<file path="config.mk">
export PLATFORM = sky130hd
export DESIGN_NAME = matmul4x4_sequencer
export DESIGN_NICKNAME = d
export VERILOG_FILES = /design/src/rtl/matmul4x4_sequencer.sv
export SDC_FILE = /design/constraint.sdc
export NUM_CORES = 1
export LEC_CHECK = 0
export CAP_MARGIN = 20
export CORE_MARGIN = 4
export CORE_UTILIZATION = 51
export DETAILED_ROUTE_END_ITERATION = 6
export PLACE_DENSITY = 0.78
export SYNTH_ARGS = -nofsm -noshare
export SYNTH_HDL_FRONTEND = slang
export SYNTH_SLANG_ARGS = --single-unit
</file>
<file path="constraint.sdc">
create_clock -name CLK -period 2.2 [get_ports CLK]
set_input_delay 0.55 -clock CLK [delete_from_list [all_inputs] [get_ports CLK]]
set_output_delay 0.55 -clock CLK [all_outputs]
set_load 0.02 [all_outputs]
</file>
<file path="src/rtl/matmul4x4_sequencer.sv">
// matmul4x4_sequencer: walks (i, j, k) for an N x N matrix product and
// drives operand selects, MAC strobes and result writes with a start/done handshake.
module matmul4x4_sequencer #(
  parameter int IDX_W = 2,
  parameter int LAT   = 1
) (
  input  logic               CLK,
  input  logic               RST,
  input  logic               START,
  input  logic               STALL,
  output logic [IDX_W-1:0]   ROW_SEL,
  output logic [IDX_W-1:0]   COL_SEL,
  output logic [IDX_W-1:0]   K_SEL,
  output logic               MAC_EN,
  output logic               MAC_CLR,
  output logic               RES_WE,
  output logic [2*IDX_W-1:0] RES_ADDR,
  output logic               BUSY,
  output logic               DONE
);
  localparam int AW = 2 * IDX_W;
  localparam logic [IDX_W-1:0] MAXI = '1;

  typedef enum logic [1:0] {IDLE, RUN, DRAIN, FIN} state_e;

  typedef struct packed {
    logic          en;
    logic          clr;
    logic          lk;
    logic [AW-1:0] addr;
  } stage_t;

  state_e           state_q, state_d;
  logic [IDX_W-1:0] i_q, i_d;
  logic [IDX_W-1:0] j_q, j_d;
  logic [IDX_W-1:0] k_q, k_d;
  stage_t           pipe_q [LAT];
  stage_t           pipe_d [LAT];
  stage_t           head;
  stage_t           tail;
  logic             we_q, we_d;
  logic [AW-1:0]    waddr_q, waddr_d;
  logic             hold;
  logic             issue;
  logic             last;
  logic             pend;

  assign hold  = STALL && (state_q == RUN || state_q == DRAIN);
  assign issue = (state_q == RUN) && !STALL;
  assign last  = (i_q == MAXI) && (j_q == MAXI) && (k_q == MAXI);
  assign tail  = pipe_q[LAT-1];

  always_comb begin
    head      = '0;
    head.en   = issue;
    head.clr  = issue && (k_q == '0);
    head.lk   = issue && (k_q == MAXI);
    head.addr = {i_q, j_q};
  end

  always_comb begin
    pend = 1'b0;
    for (int s = 0; s < LAT; s++) pend = pend | pipe_q[s].en;
  end

  // Delay line matches operand latency; the extra write stage covers the accumulator register.
  always_comb begin
    pipe_d  = pipe_q;
    we_d    = we_q;
    waddr_d = waddr_q;
    if (!hold) begin
      pipe_d[0] = head;
      for (int s = 1; s < LAT; s++) pipe_d[s] = pipe_q[s-1];
      we_d = tail.en && tail.lk;
      if (tail.en && tail.lk) waddr_d = tail.addr;
    end
  end

  always_comb begin
    state_d = state_q;
    i_d     = i_q;
    j_d     = j_q;
    k_d     = k_q;
    unique case (state_q)
      IDLE: if (START) state_d = RUN;
      RUN: begin
        if (issue) begin
          if (last) begin
            state_d = DRAIN;
          end else begin
            k_d = k_q + 1'b1;
            if (k_q == MAXI) begin
              j_d = j_q + 1'b1;
              if (j_q == MAXI) i_d = i_q + 1'b1;
            end
          end
        end
      end
      DRAIN: begin
        if (!hold && we_q && !pend) begin
          state_d = FIN;
          i_d     = '0;
          j_d     = '0;
          k_d     = '0;
        end
      end
      FIN:     state_d = START ? RUN : IDLE;
      default: state_d = IDLE;
    endcase
  end

  always_ff @(posedge CLK or posedge RST) begin
    if (RST) begin
      state_q <= IDLE;
      i_q     <= '0;
      j_q     <= '0;
      k_q     <= '0;
      we_q    <= 1'b0;
      waddr_q <= '0;
      for (int s = 0; s < LAT; s++) pipe_q[s] <= '0;
    end else begin
      state_q <= state_d;
      i_q     <= i_d;
      j_q     <= j_d;
      k_q     <= k_d;
      we_q    <= we_d;
      waddr_q <= waddr_d;
      pipe_q  <= pipe_d;
    end
  end

  always_comb begin
    MAC_EN  = tail.en && !hold;
    MAC_CLR = tail.clr && !hold;
    RES_WE  = we_q && !hold;
    BUSY    = (state_q == RUN) || (state_q == DRAIN);
    DONE    = (state_q == FIN);
  end

  assign ROW_SEL  = i_q;
  assign COL_SEL  = j_q;
  assign K_SEL    = k_q;
  assign RES_ADDR = waddr_q;

endmodule

</file>
==> impl_metrics.yaml, run 1 <==
# generated from flow reports
run_status:
  outcome: "finished, final reports clean"
worst_setup_path:
  slowest_stage: "clkdlybuf4s50_1"
  timing.critical_path.from_type: "register"
  timing.critical_path.to: "DONE"
  cp_cell_sequence: "buf_4 -> ha_1 -> clkdlybuf4s50_1"
  rrSetupSlack_ps: 320
  rr_startpoint: "state_q[1]"
  path_class: "register to output port"
  endpoint_kind: "output port"
  timing.critical_path.required_ps: 1650
synthesis:
  synth-cells-yosys: 102
  synth.top_cells.by_area: "dfrtp_1 (46%), mux2_2 (11%), ha_1 (9.2%)"
  yosysWarningCount: 0
  numSynthFlops: 20
  synth.yosys.seq_area_share: 0.461
  xor_share: 0
  synthArstFlopShare: 1.00
worst_hold_path:
  hold_path_startpoint: "pipe_q[2]"
  worst_hold_path.num_cells: 1
clock_network:
  post_cts_setup_bufs: 0
  cts_buffer_depth: 2
  cts_root_buf: "clkbuf_4"
  cts_sinks: 20
  postCtsResizedCells: 7
power:
  highest_power_group: "combinational cells"
  vdd_ir_drop_max_mv: 0.879
  comb_power_share: 0.582
detailed_routing:
  avgViaCountPerCell: 5.38
  post-route-drc-count: 0
  num_vias: 817
timing:
  rsz0062_at_grt: "false"
  setup-tns-final_ps: 0
  setup_viol: 0
  slew_violations: 0
finish:
  layout-area-overhead-vs-synth_pct: 25.7
  area.combinational_um2: 509
grt:
  first_global_vias: 837
  number_of_antenna_violations_at_the_first_check_in_global_routing: 0
placed_design:
  place_inst: 148
die:
  die_height_um: 54.1
==> run 1: per-layer routing <==
layer / vias to the layer above / track usage / wire length [um]
met5: - / 0 / 0
met4: 0 / 0.0539 / 27
met3: 4 / 0.0388 / 75
met2: 18 / 0.275 / 1050
met1: 397 / 0.229 / 980
li1: 398 / - / -
==> run 1: sequential cells by signal, indices dropped and copies added, names as in the netlist <==
name and flops:
pipe_q 6, RES_ADDR 4, COL_SEL 2, K_SEL 2, ROW_SEL 2, state_q 2
pend 1, we_q 1
==> run 1: final cells by class <==
| class | count | share of cell area |
|---|---|---|
| repair buffers | 27 | 0.169 |
| clock inverters | 1 | 0.0220 |
| clock buffers | 3 | 0.0165 |
| multi-input cells | 64 | 0.373 |
| well taps | 27 | 0.0248 |
| flip-flops and latches | 20 | 0.367 |
| inverters | 10 | 0.0275 |
==> run_1/clk_routes.png <==
Drawn at 12 px/um.
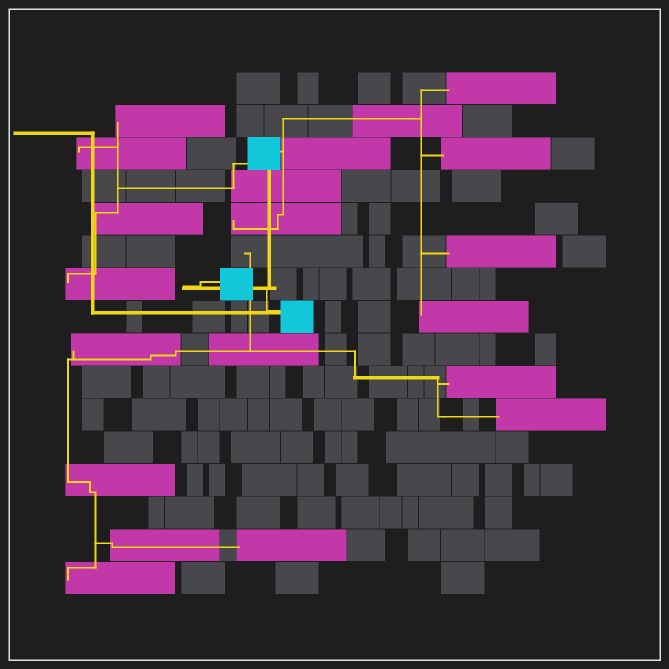
clock drivers -> cyan  # count 3
clock wires -> yellow  # length 244 um
flip-flops -> magenta  # count 20
routed clock nets = 4

==> run_1/cell_density.png <==
Drawn at 4 px/um. 11 x 11 tiles, from black (low) to pale yellow (high), 0 to 100% covered.
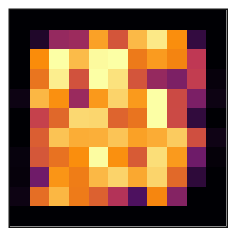
mean over tiles = 45%
emptiest ninth of the die = lower right
fullest tile = 100%
densest ninth of the die = centre
tiles over 75% full = 32%
nearly empty tiles = 30%

==> run_1/clocks.png <==
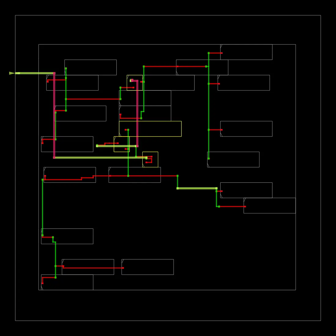
Max Clock Skew: 2.11 ps
Clock buffer cells: 3
number of buffers added by the clock tree synthesis step: 3

==> run 2: changes to the inputs <==
--- a/config.mk
+++ b/config.mk
@@ -6,7 +6,6 @@
 export NUM_CORES = 1
 export LEC_CHECK = 0
 export CAP_MARGIN = 20
-export CORE_MARGIN = 4
 export CORE_UTILIZATION = 51
 export DETAILED_ROUTE_END_ITERATION = 6
 export PLACE_DENSITY = 0.78
==> run 2 against run 1 <==
Effect of this change:
- sequential share of layout area decreased by 0.53 points
- sequential power about the same
- clock power increased by 5%
- area after synthesis unchanged
- clock skew increased by 3.0 ps
- flip-flop count unchanged
- power increased by 3.1%
- highest routed layer unchanged
- via count increased by 4.4%
- largest power group unchanged
- core utilization increased by 1.0 points
- worst hold slack improved by 1.7 ps
- maximum frequency decreased by 0.54%
- critical path type unchanged
==> impl_metrics.yaml, run 2 <==
# generated from flow reports
worst_hold_path:
  hold_path_startpoint: "pipe_q[3]"
  worst_hold_path.num_cells: 1
finish:
  registers.top_by_ff_count: "pipe_q"
  n_all_buffers: 28
  layout.area.top_class: "multi-input combinational cells"
  layout-area-overhead-vs-synth_pct: 27.6
  clock_network_share_of_area: 0.0380
  sh_comb_area: 0.368
  mi_comb_count: 64
  non_clock_buffer_area_share: 0.181
  design.seq.count: 20
  clkbuf_count: 3
grt:
  number_of_antenna_violations_at_the_first_check_in_global_routing: 0
  globalRouteMet1Util: 0.293
  first_global_vias: 839
  grtUsageMet2: 0.408
power:
  highest_power_group: "combinational cells"
  vdd_ir_drop_max_mv: 1.04
clock_network:
  cts_root_buf: "clkbuf_4"
  cts_sinks: 20
  cts_inserted_buffers: 3
  cts_buffer_depth: 2
synthesis:
  synth.yosys.seq_area_share: 0.461
  synth.top_cells.by_area: "dfrtp_1 (46%), mux2_2 (11%), ha_1 (9.2%)"
  synthArstFlopShare: 1.00
  yosysWarningCount: 0
  numSynthFlops: 20
  synth-cells-yosys: 102
detailed_routing:
  top_layer_used: "met4"
  detailroute.wirelength.met3_um: 98
  met2WireLength_um: 1130
  avgViaCountPerCell: 5.58
placed_design:
  place_inst: 149
die:
  die_height_um: 48.1
  num_tap_cells: 27
run_status:
  outcome: "finished, final reports clean"
timing:
  setup_viol: 0
  rsz0062_at_grt: "false"
  setup-tns-final_ps: 0
worst_setup_path:
  rrSetupSlack_ps: 290
run 2: cell counts after synthesis:
No cell type changed its count.
run 2: what timing repair did:
item / 4_1_cts / 5_1_grt
endpoints found under the setup margin: 4 / 4
resized: 10 / 5
hold endpoints to repair: 0 / 0
setup buffers: 0 / 0
pin swaps: 0 / 0
run 2: cells by family after synthesis:
family | share of synthesized area
multiplexers | 0.133
AND/OR/NAND/NOR | 0.0981
buffers and inverters | 0.0807
adder cells (fa/ha/maj) | 0.0923
flip-flops | 0.461
AND-OR/OR-AND | 0.135
run 2: worst max-delay path, cell delays in order, from the launching register on:
cell	delay, ps
dfrtp_1	390
inv_2	70
ha_4	290
nand2_1	90
and2_1	180
clkdlybuf4s15_2	250
==> run_2/cell_density.png <==
Drawn at 6 px/um. 10 x 10 tiles, from black (low) to pale yellow (high), 0 to 100% covered.
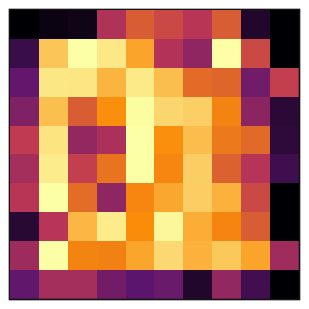
fullest tile = 100%
densest ninth of the die = centre
mean over tiles = 58%
nearly empty tiles = 6.0%
tiles over 75% full = 37%

==> run_2/clocks.png <==
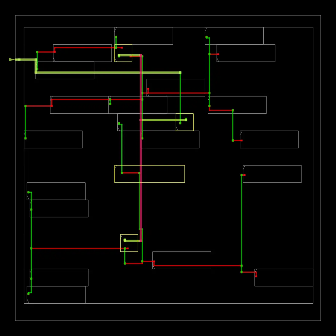
Max Clock Skew: 5.07 ps
Clock group: 0.313 mW

==> run 3: changes to the inputs <==
--- a/config.mk
+++ b/config.mk
@@ -8,6 +8,7 @@
 export CAP_MARGIN = 20
 export CORE_UTILIZATION = 51
 export DETAILED_ROUTE_END_ITERATION = 6
+export HOLD_SLACK_MARGIN = 0.02
 export PLACE_DENSITY = 0.78
 export SYNTH_ARGS = -nofsm -noshare
 export SYNTH_HDL_FRONTEND = slang
==> run 3 against run 2 <==
Effect of this change:
- area after synthesis unchanged
- non-clock buffer count unchanged
- synthesized cell count unchanged
- flip-flop count unchanged
- via count unchanged
- final cell count unchanged
- combinational power about the same
- largest power group unchanged
- sequential share of layout area unchanged
- count of clock-buffer cells in the layout unchanged
- worst hold slack unchanged
- worst setup slack unchanged
==> impl_metrics.yaml, run 3 <==
# generated from flow reports
run_status:
  outcome: "finished, final reports clean"
timing:
  setup_viol: 0
  rsz0062_at_grt: "false"
  finClkSkew_ps: 5.07
  setup-tns-final_ps: 0
die:
  num_tap_cells: 27
  die_height_um: 48.1
placed_design:
  place_inst: 149
synthesis:
  synth.yosys.seq_area_share: 0.461
  yosysWarningCount: 0
  synthArstFlopShare: 1.00
  numSynthFlops: 20
  synth-cells-yosys: 102
  synth.top_cells.by_area: "dfrtp_1 (46%), mux2_2 (11%), ha_1 (9.2%)"
detailed_routing:
  avgViaCountPerCell: 5.58
  detailroute.wirelength.met3_um: 98
finish:
  layout.area.top_class: "multi-input combinational cells"
  area.combinational_um2: 509
  clock_network_share_of_area: 0.0380
  mi_comb_count: 64
worst_setup_path:
  rr_startpoint: "state_q[0]"
  timing.critical_path.from_type: "register"
  cp_cell_sequence: "inv_2 -> ha_4 -> nand2_1 -> and2_1 -> clkdlybuf4s15_2"
  rrSetupSlack_ps: 290
  path_buffers: 2
  timing.critical_path.required_ps: 1650
  slowest_stage: "dfrtp_1"
clock_network:
  cts_sinks: 20
  cts_inserted_buffers: 3
  cts_buffer_depth: 2
worst_hold_path:
  worst_hold_path.num_cells: 1
  hold_path_startpoint: "pipe_q[3]"
power:
  vdd_ir_drop_max_mv: 1.04
grt:
  first_global_vias: 839
## run 3: cell counts after synthesis
No cell type changed its count.
## run 3: cell families (layout without fill, tap and decap cells)
family                     Yosys count  in the layout  synth area share
DFF                                 20             20             0.461
muxes                               13             13             0.133
and+or+nand+nor                     22             22            0.0981
buffers and inverters               18             42            0.0807
AOI/OAI and AO/OA                   21             21             0.135
adders and majority gates            8              8            0.0923
## run 3: report_power, final
part | internal (mW) | switching (mW)
sequential | 0.523 | 0.106
combinational | 0.674 | 0.661
clock | 0.184 | 0.129
total | 1.38 | 0.896
## run 3: what timing repair did
item | in CTS | in global routing
resized | 10 | 5
endpoints found under the hold margin | 0 | 0
setup endpoints to repair | 4 | 4
==> run_3/detail.png <==
Region (12, 12) to (37, 37) um. Cells in grey, sequential cells in the stronger grey; small squares are vias.
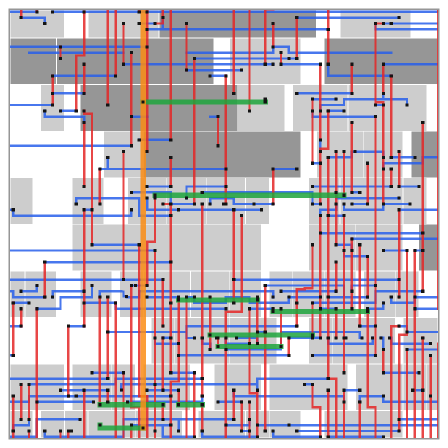
metal 1 -> blue
metal 2 -> red
metal 4 -> orange
metal 3 -> green
sequential cells in the window = 5
most frequent = nand2_1 (7), inv_1 (6), buf_4 (6)
cells with their middle in the window = 61

==> run_3/clk_routes.png <==
Drawn at 12 px/um.
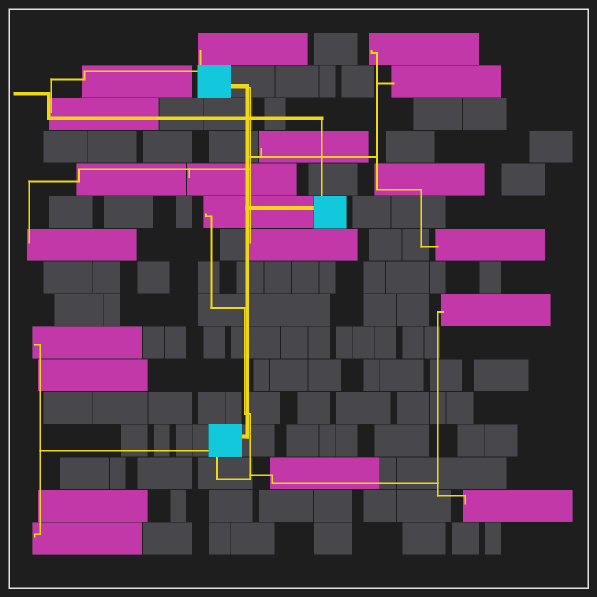
flip-flops -> magenta  # count 20
clock drivers -> cyan  # count 3
clock wires -> yellow  # length 269 um
flops lie = all over the die


==> notes/layouts.md <==
Pictures saved along the way, in no particular order.

Cells coloured by class.
picture 1
Drawn at 6 px/um. Fill, decap, tap and diode cells in grey.
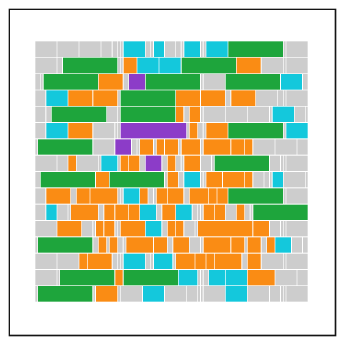
picture 2
Drawn at 8 px/um. Fill, decap, tap and diode cells in grey.
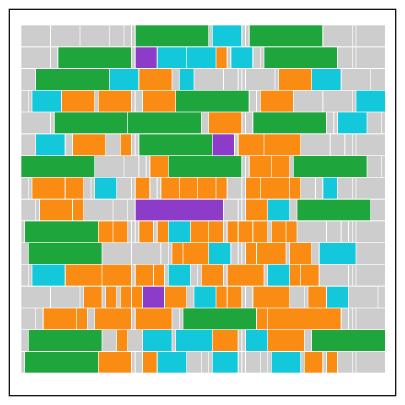
picture 2: run 2
picture 1: run 1
Of these, largest die: picture 1

Power is estimated from default activity; no workload was simulated.
